--- src/rtl/sap_ram_addr_ctrl.sv ---
// SAP-1 RAM address mux owner: arbitrates the 16-word RAM between the CPU (MAR, mux B)
// and the program loader (mux A), with halt/drain and guard cycles at each handover.
module sap_ram_addr_ctrl #(
  parameter int unsigned AW    = 4,
  parameter int unsigned GUARD = 1
) (
  input  logic          clk,
  input  logic          clr_n,
  input  logic          prog_mode,
  input  logic          cpu_req,
  output logic          cpu_gnt,
  output logic          cpu_halt,
  input  logic          ldr_req,
  input  logic          ldr_we,
  output logic          ldr_gnt,
  output logic          ram_we,
  output logic          mux_sel,
  output logic [AW:0]   ldr_count
);

  localparam int unsigned CW        = AW + 1;
  localparam int unsigned GW        = 3;
  localparam logic [AW:0] CNT_MAX   = CW'(1) << AW;
  localparam logic [2:0]  GUARD_LD  = (GUARD == 0) ? 3'd0 : GW'(GUARD - 1);
  localparam logic        HAS_GUARD = (GUARD != 0);

  typedef enum logic [2:0] {
    S_CPU     = 3'd0,
    S_DRAIN   = 3'd1,
    S_GUARD_L = 3'd2,
    S_LOADER  = 3'd3,
    S_GUARD_C = 3'd4
  } state_e;

  state_e      state_q, state_d;
  logic [2:0]  gcnt_q, gcnt_d;
  logic [AW:0] ldr_count_q, ldr_count_d;
  logic        mux_sel_q, mux_sel_d;
  logic        cpu_halt_q, cpu_halt_d;

  // State and registered decodes
  always_ff @(posedge clk or negedge clr_n) begin
    if (!clr_n) begin
      state_q     <= S_CPU;
      gcnt_q      <= 3'd0;
      ldr_count_q <= '0;
      mux_sel_q   <= 1'b0;
      cpu_halt_q  <= 1'b0;
    end else begin
      state_q     <= state_d;
      gcnt_q      <= gcnt_d;
      ldr_count_q <= ldr_count_d;
      mux_sel_q   <= mux_sel_d;
      cpu_halt_q  <= cpu_halt_d;
    end
  end

  // Next-state: an abandoned drain returns to CPU, an active loader access is never cut
  always_comb begin
    state_d = state_q;
    unique case (state_q)
      S_CPU: begin
        if (prog_mode) state_d = S_DRAIN;
      end
      S_DRAIN: begin
        if (!prog_mode)    state_d = S_CPU;
        else if (!cpu_req) state_d = HAS_GUARD ? S_GUARD_L : S_LOADER;
      end
      S_GUARD_L: begin
        if (gcnt_q == 3'd0) state_d = S_LOADER;
      end
      S_LOADER: begin
        if (!prog_mode && !ldr_req) state_d = HAS_GUARD ? S_GUARD_C : S_CPU;
      end
      S_GUARD_C: begin
        if (gcnt_q == 3'd0) state_d = S_CPU;
      end
      default: state_d = S_CPU;
    endcase
  end

  // Outputs: grants are combinational and gated by reset; mux/halt follow the next state
  always_comb begin
    cpu_gnt    = 1'b0;
    ldr_gnt    = 1'b0;
    ram_we     = 1'b0;
    mux_sel_d  = 1'b0;
    cpu_halt_d = 1'b1;
    if (clr_n) begin
      cpu_gnt = cpu_req & ((state_q == S_CPU) | (state_q == S_DRAIN));
      ldr_gnt = ldr_req & (state_q == S_LOADER);
      ram_we  = ldr_gnt & ldr_we;
    end
    mux_sel_d  = (state_d == S_GUARD_L) | (state_d == S_LOADER);
    cpu_halt_d = (state_d != S_CPU);
  end

  // Guard down-counter and saturating loader write counter
  always_comb begin
    gcnt_d      = gcnt_q;
    ldr_count_d = ldr_count_q;
    if ((state_d != state_q) &&
        ((state_d == S_GUARD_L) || (state_d == S_GUARD_C))) begin
      gcnt_d = GUARD_LD;
    end else if (((state_q == S_GUARD_L) || (state_q == S_GUARD_C)) &&
                 (gcnt_q != 3'd0)) begin
      gcnt_d = gcnt_q - 3'd1;
    end
    if ((state_d == S_LOADER) && (state_q != S_LOADER)) begin
      ldr_count_d = '0;
    end else if (ram_we && (ldr_count_q != CNT_MAX)) begin
      ldr_count_d = ldr_count_q + CW'(1);
    end
  end

  assign mux_sel   = mux_sel_q;
  assign cpu_halt  = cpu_halt_q;
  assign ldr_count = ldr_count_q;

endmodule

--- config.mk ---
export PLATFORM = sky130hd
export DESIGN_NAME = sap_ram_addr_ctrl
export DESIGN_NICKNAME = d
export VERILOG_FILES = /design/src/rtl/sap_ram_addr_ctrl.sv
export SDC_FILE = /design/constraint.sdc
export NUM_CORES = 1
export LEC_CHECK = 0
export ABC_CLOCK_PERIOD_IN_PS = 1700
export CAP_MARGIN = 10
export CORE_MARGIN = 2
export CORE_UTILIZATION = 44
export CTS_CLUSTER_DIAMETER = 100
export DETAILED_ROUTE_END_ITERATION = 10
export PLACE_DENSITY = 0.72
export SLEW_MARGIN = 20
export SYNTH_ARGS = -nofsm -noshare
export SYNTH_HDL_FRONTEND = slang
export SYNTH_SLANG_ARGS = --single-unit
export TNS_END_PERCENT = 50
--- constraint.sdc ---
create_clock -name clk -period 1.7 [get_ports clk]
set_clock_uncertainty 0.05 [all_clocks]
set_input_delay 0.17 -clock clk [delete_from_list [all_inputs] [get_ports clk]]
set_output_delay 0.17 -clock clk [all_outputs]
set_load 0.02 [all_outputs]
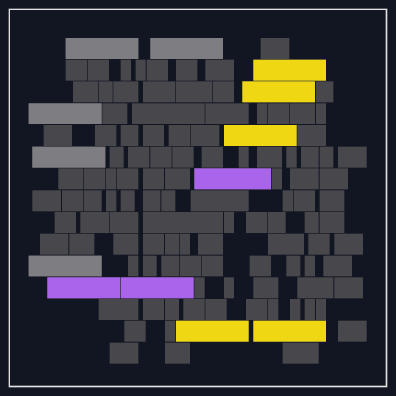
Figure 1: run 1, sequential cells colored by netlist name.
Scale: 8 px per µm. Other sequential cells in the stronger gray, the rest of the logic in the fainter gray.
legend:
  state_q:
    color: purple
    flops: 3
  ldr_count:
    color: yellow
    flops: 5
not colored: 5

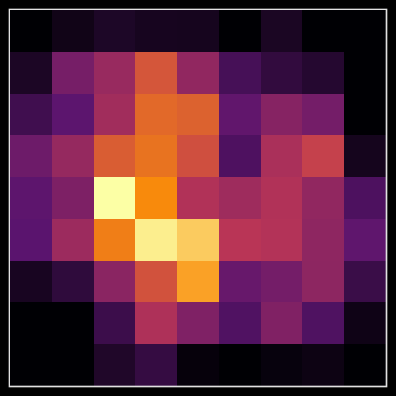
Figure 2: run 1, wire density map.
Scale: 8 px per µm. 9 x 9 tiles, from black (low) to pale yellow (high), scaled to the fullest tile. Values are wire area over tile area, all layers added.
tiles over half the peak: 17%
densest ninth of the die: center
fullest tile: 0.47
wirelength, routed: 1926 µm
wire per inst: 13.10 µm
Via Count: 769

==> out/results.ini, run 1 <==
[final_layout]
n_antenna_cell = 0
syn_to_final_growth_pct = 49.15
stdcell_count = 147

[run_status]
violations = setup timing
status = complete, but fails checks

[pwr]
clkPwrFrac_pct = 15.0
leakagePower_uw = 0.0005289
seq_power_share_pct = 33.5

[synth]
yosys_warnings = 0
synthAoiAreaFrac_pct = 14.95
fp_nets = 92
synthDistinctLibCells = 34

[die]
die_h_um = 46.96
num_rows = 15

[global_route]
grt_max_degree = 8
grt_pass1_wl_um = 2925
grt_use_met1_pct = 20.76

[timing]
max_freq_ghz = 0.5838
setup_viol = 3
period_used_pct = 100.8
layout_setup_ws_ns = -0.01294

[critical_path]
startpoint = gcnt_q[0]
cp-end-kind = flop
cp.depth = 7

[run]
tool_warnings = 30

[place]
port_buffers = 15

[route]
drc = 0

[clocking]
cts_resized = 5

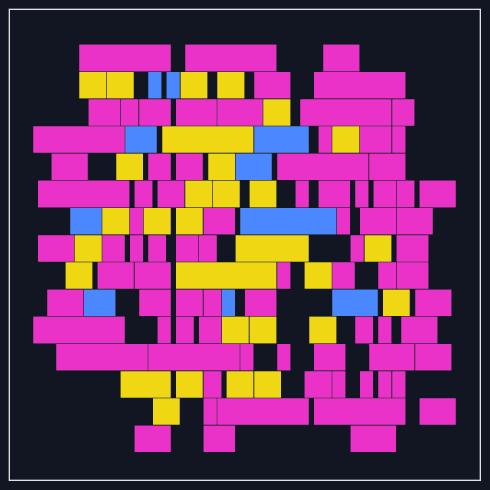
Figure 3: run 1, cell sizes after repair.
Scale: 10 px per µm.
legend:
  drive 3 to 4:
    color: yellow
    cells: 30
    most_used: buf_4
  drive 2:
    color: blue
    cells: 10
    most_used: inv_2
  drive 1 or less:
    color: magenta
    cells: 82

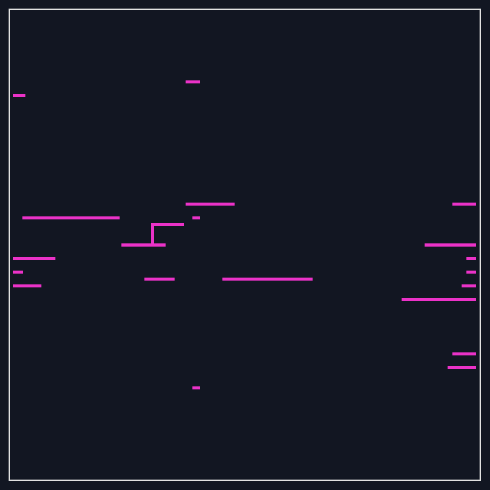
Figure 4: run 1, metal 3.
Scale: 10 px per µm.
longest straight run: 9.40 µm
nets with wire on the layer: 17
wire length on this layer: 65.5 µm
M3 GR Usage: 2.308%

run 1: Yosys cell counts:
cell type	n
nand3_1	2
nor3_1	4
a22oi_1	1
inv_1	8
ha_1	4
buf_6	1
mux2i_1	1
o21a_1	1
nand3b_4	1
inv_2	1
nor2_1	5
a22o_1	1
nor4_1	2
o21ai_0	2
a31o_2	2
o211a_1	1
nor2b_1	1
a311o_1	1
nor4b_2	1
o31ai_1	1
or2_1	2
xnor2_1	6
buf_4	1
nor3b_1	1
dfrtp_1	13
mux2_1	1
a21oi_1	4
nor4_2	1
nor4bb_1	1
o32ai_2	1
nand2b_1	2
a31oi_1	1
nand2_1	6
and4_1	1
run 1: flip-flops by register name, summed over array words and instances (netlist names):
name       cells
ldr_count      5
gcnt_q         3
state_q        3
cpu_halt       1
mux_sel        1
--- run 2 (diff from run 1) ---
--- a/config.mk
+++ b/config.mk
@@ -7,7 +7,7 @@
 export LEC_CHECK = 0
 export ABC_CLOCK_PERIOD_IN_PS = 1700
 export CAP_MARGIN = 10
-export CORE_MARGIN = 2
+export CORE_MARGIN = 10
 export CORE_UTILIZATION = 44
 export CTS_CLUSTER_DIAMETER = 100
 export DETAILED_ROUTE_END_ITERATION = 10
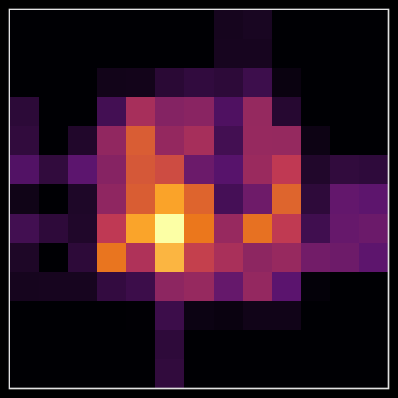
Figure 5: run 2, wire density map.
Scale: 6 px per µm. 13 x 13 tiles, from black (low) to pale yellow (high), scaled to the fullest tile. Values are wire area over tile area, all layers added.
tiles over half the peak: 10%
fullest tile: 0.46
emptiest ninth of the die: upper right
densest ninth of the die: center
nearly empty tiles: 43%
mean over tiles: 0.075
wirelength, routed: 1858 µm
gr usage total: 9.768%
wire per inst: 13.27 µm

==> run 2 against run 1 <==
The flow now finishes without violations. Cell area fell by 5.0%. Critical path depth did not move. Sequential power down 2%. Core utilization shrank 4.2 points. Sequential share of layout area is 1.4 points higher. Global-route usage down 9.3 points. Flip-flop count unchanged. First-iteration DRC count shrank 5.6%. Critical endpoint is now gcnt_q[2].
==> out/results.ini, run 2 <==
[run_status]
status = complete, no violations

[synth]
synthFlopType = dfrtp_1
ys_sh_mux_pct = 2.619
fp_nets = 92  ; unchanged
synthDistinctLibCells = 34  ; unchanged
synthAoiAreaFrac_pct = 14.95  ; unchanged
top_cells_by_count = dfrtp_1 (13), inv_1 (8), nand2_1 (6), xnor2_1 (6), nor2_1 (5)
top_cell = dfrtp_1
synth-edff-count = 0  ; unchanged
yosys_warnings = 0  ; unchanged
area_leaders = dfrtp_1 (40%), xnor2_1 (6.5%), ha_1 (6.2%), inv_1 (3.7%), nand2_1 (2.8%)
synthArstFlopShare_pct = 100.0  ; unchanged

[pwr]
clkPwrFrac_pct = 15.1  ; about the same
leakagePower_uw = 0.0004953  ; -6.4%
power_frac_comb_pct = 51.2
seq_power_share_pct = 33.8  ; +0.3 points

[global_route]
grt_pass1_wl_um = 3243  ; +11%
grt_max_degree = 9  ; +1

[timing]
layout_setup_ws_ns = 0.07393  ; +0.08687 ns
period_used_pct = 95.65  ; -5.1 points
max_freq_ghz = 0.6150  ; +5.3%

[run]
tool_warnings = 28  ; -6.7%

[final_layout]
largest_reg_flops = 5  ; unchanged
seqCellArea_um2 = 326.6
syn_to_final_growth_pct = 41.76
seq_area_share_pct = 28.37
stdcell_count = 140  ; -4.8%
num-nonclk-buffers = 31

[critical_path]
cp-end-kind = flop

[die]
num_rows = 15  ; unchanged

## run 2: power by group through the flow
stage | Combinational (µW) | Clock [µW] | Sequential, µW
floorplan | 399 | 0 | 440
global placement | 633 | 0 | 435
detailed placement | 648 | 0 | 436
CTS | 645 | 200 | 432
global route | 719 | 216 | 439
finish | 657 | 193 | 434
## run 2: path summary, 6_finish.rpt
check / startpoint / to / slack, ns / cells after the start
hold reg to reg: state_q[0] / state_q[2] / 0.56 / 1
min in group clk: state_q[0] / state_q[2] / 0.56 / 1
setup reg to reg: gcnt_q[0] / gcnt_q[2] / 0.07 / 7
hold / removal: clr_n / state_q[2] / 0.22 / 2
max in group asynchronous: clr_n / state_q[0] / 1.23 / 2
setup / recovery: gcnt_q[0] / gcnt_q[2] / 0.07 / 7
Power is estimated from default activity; no workload was simulated.
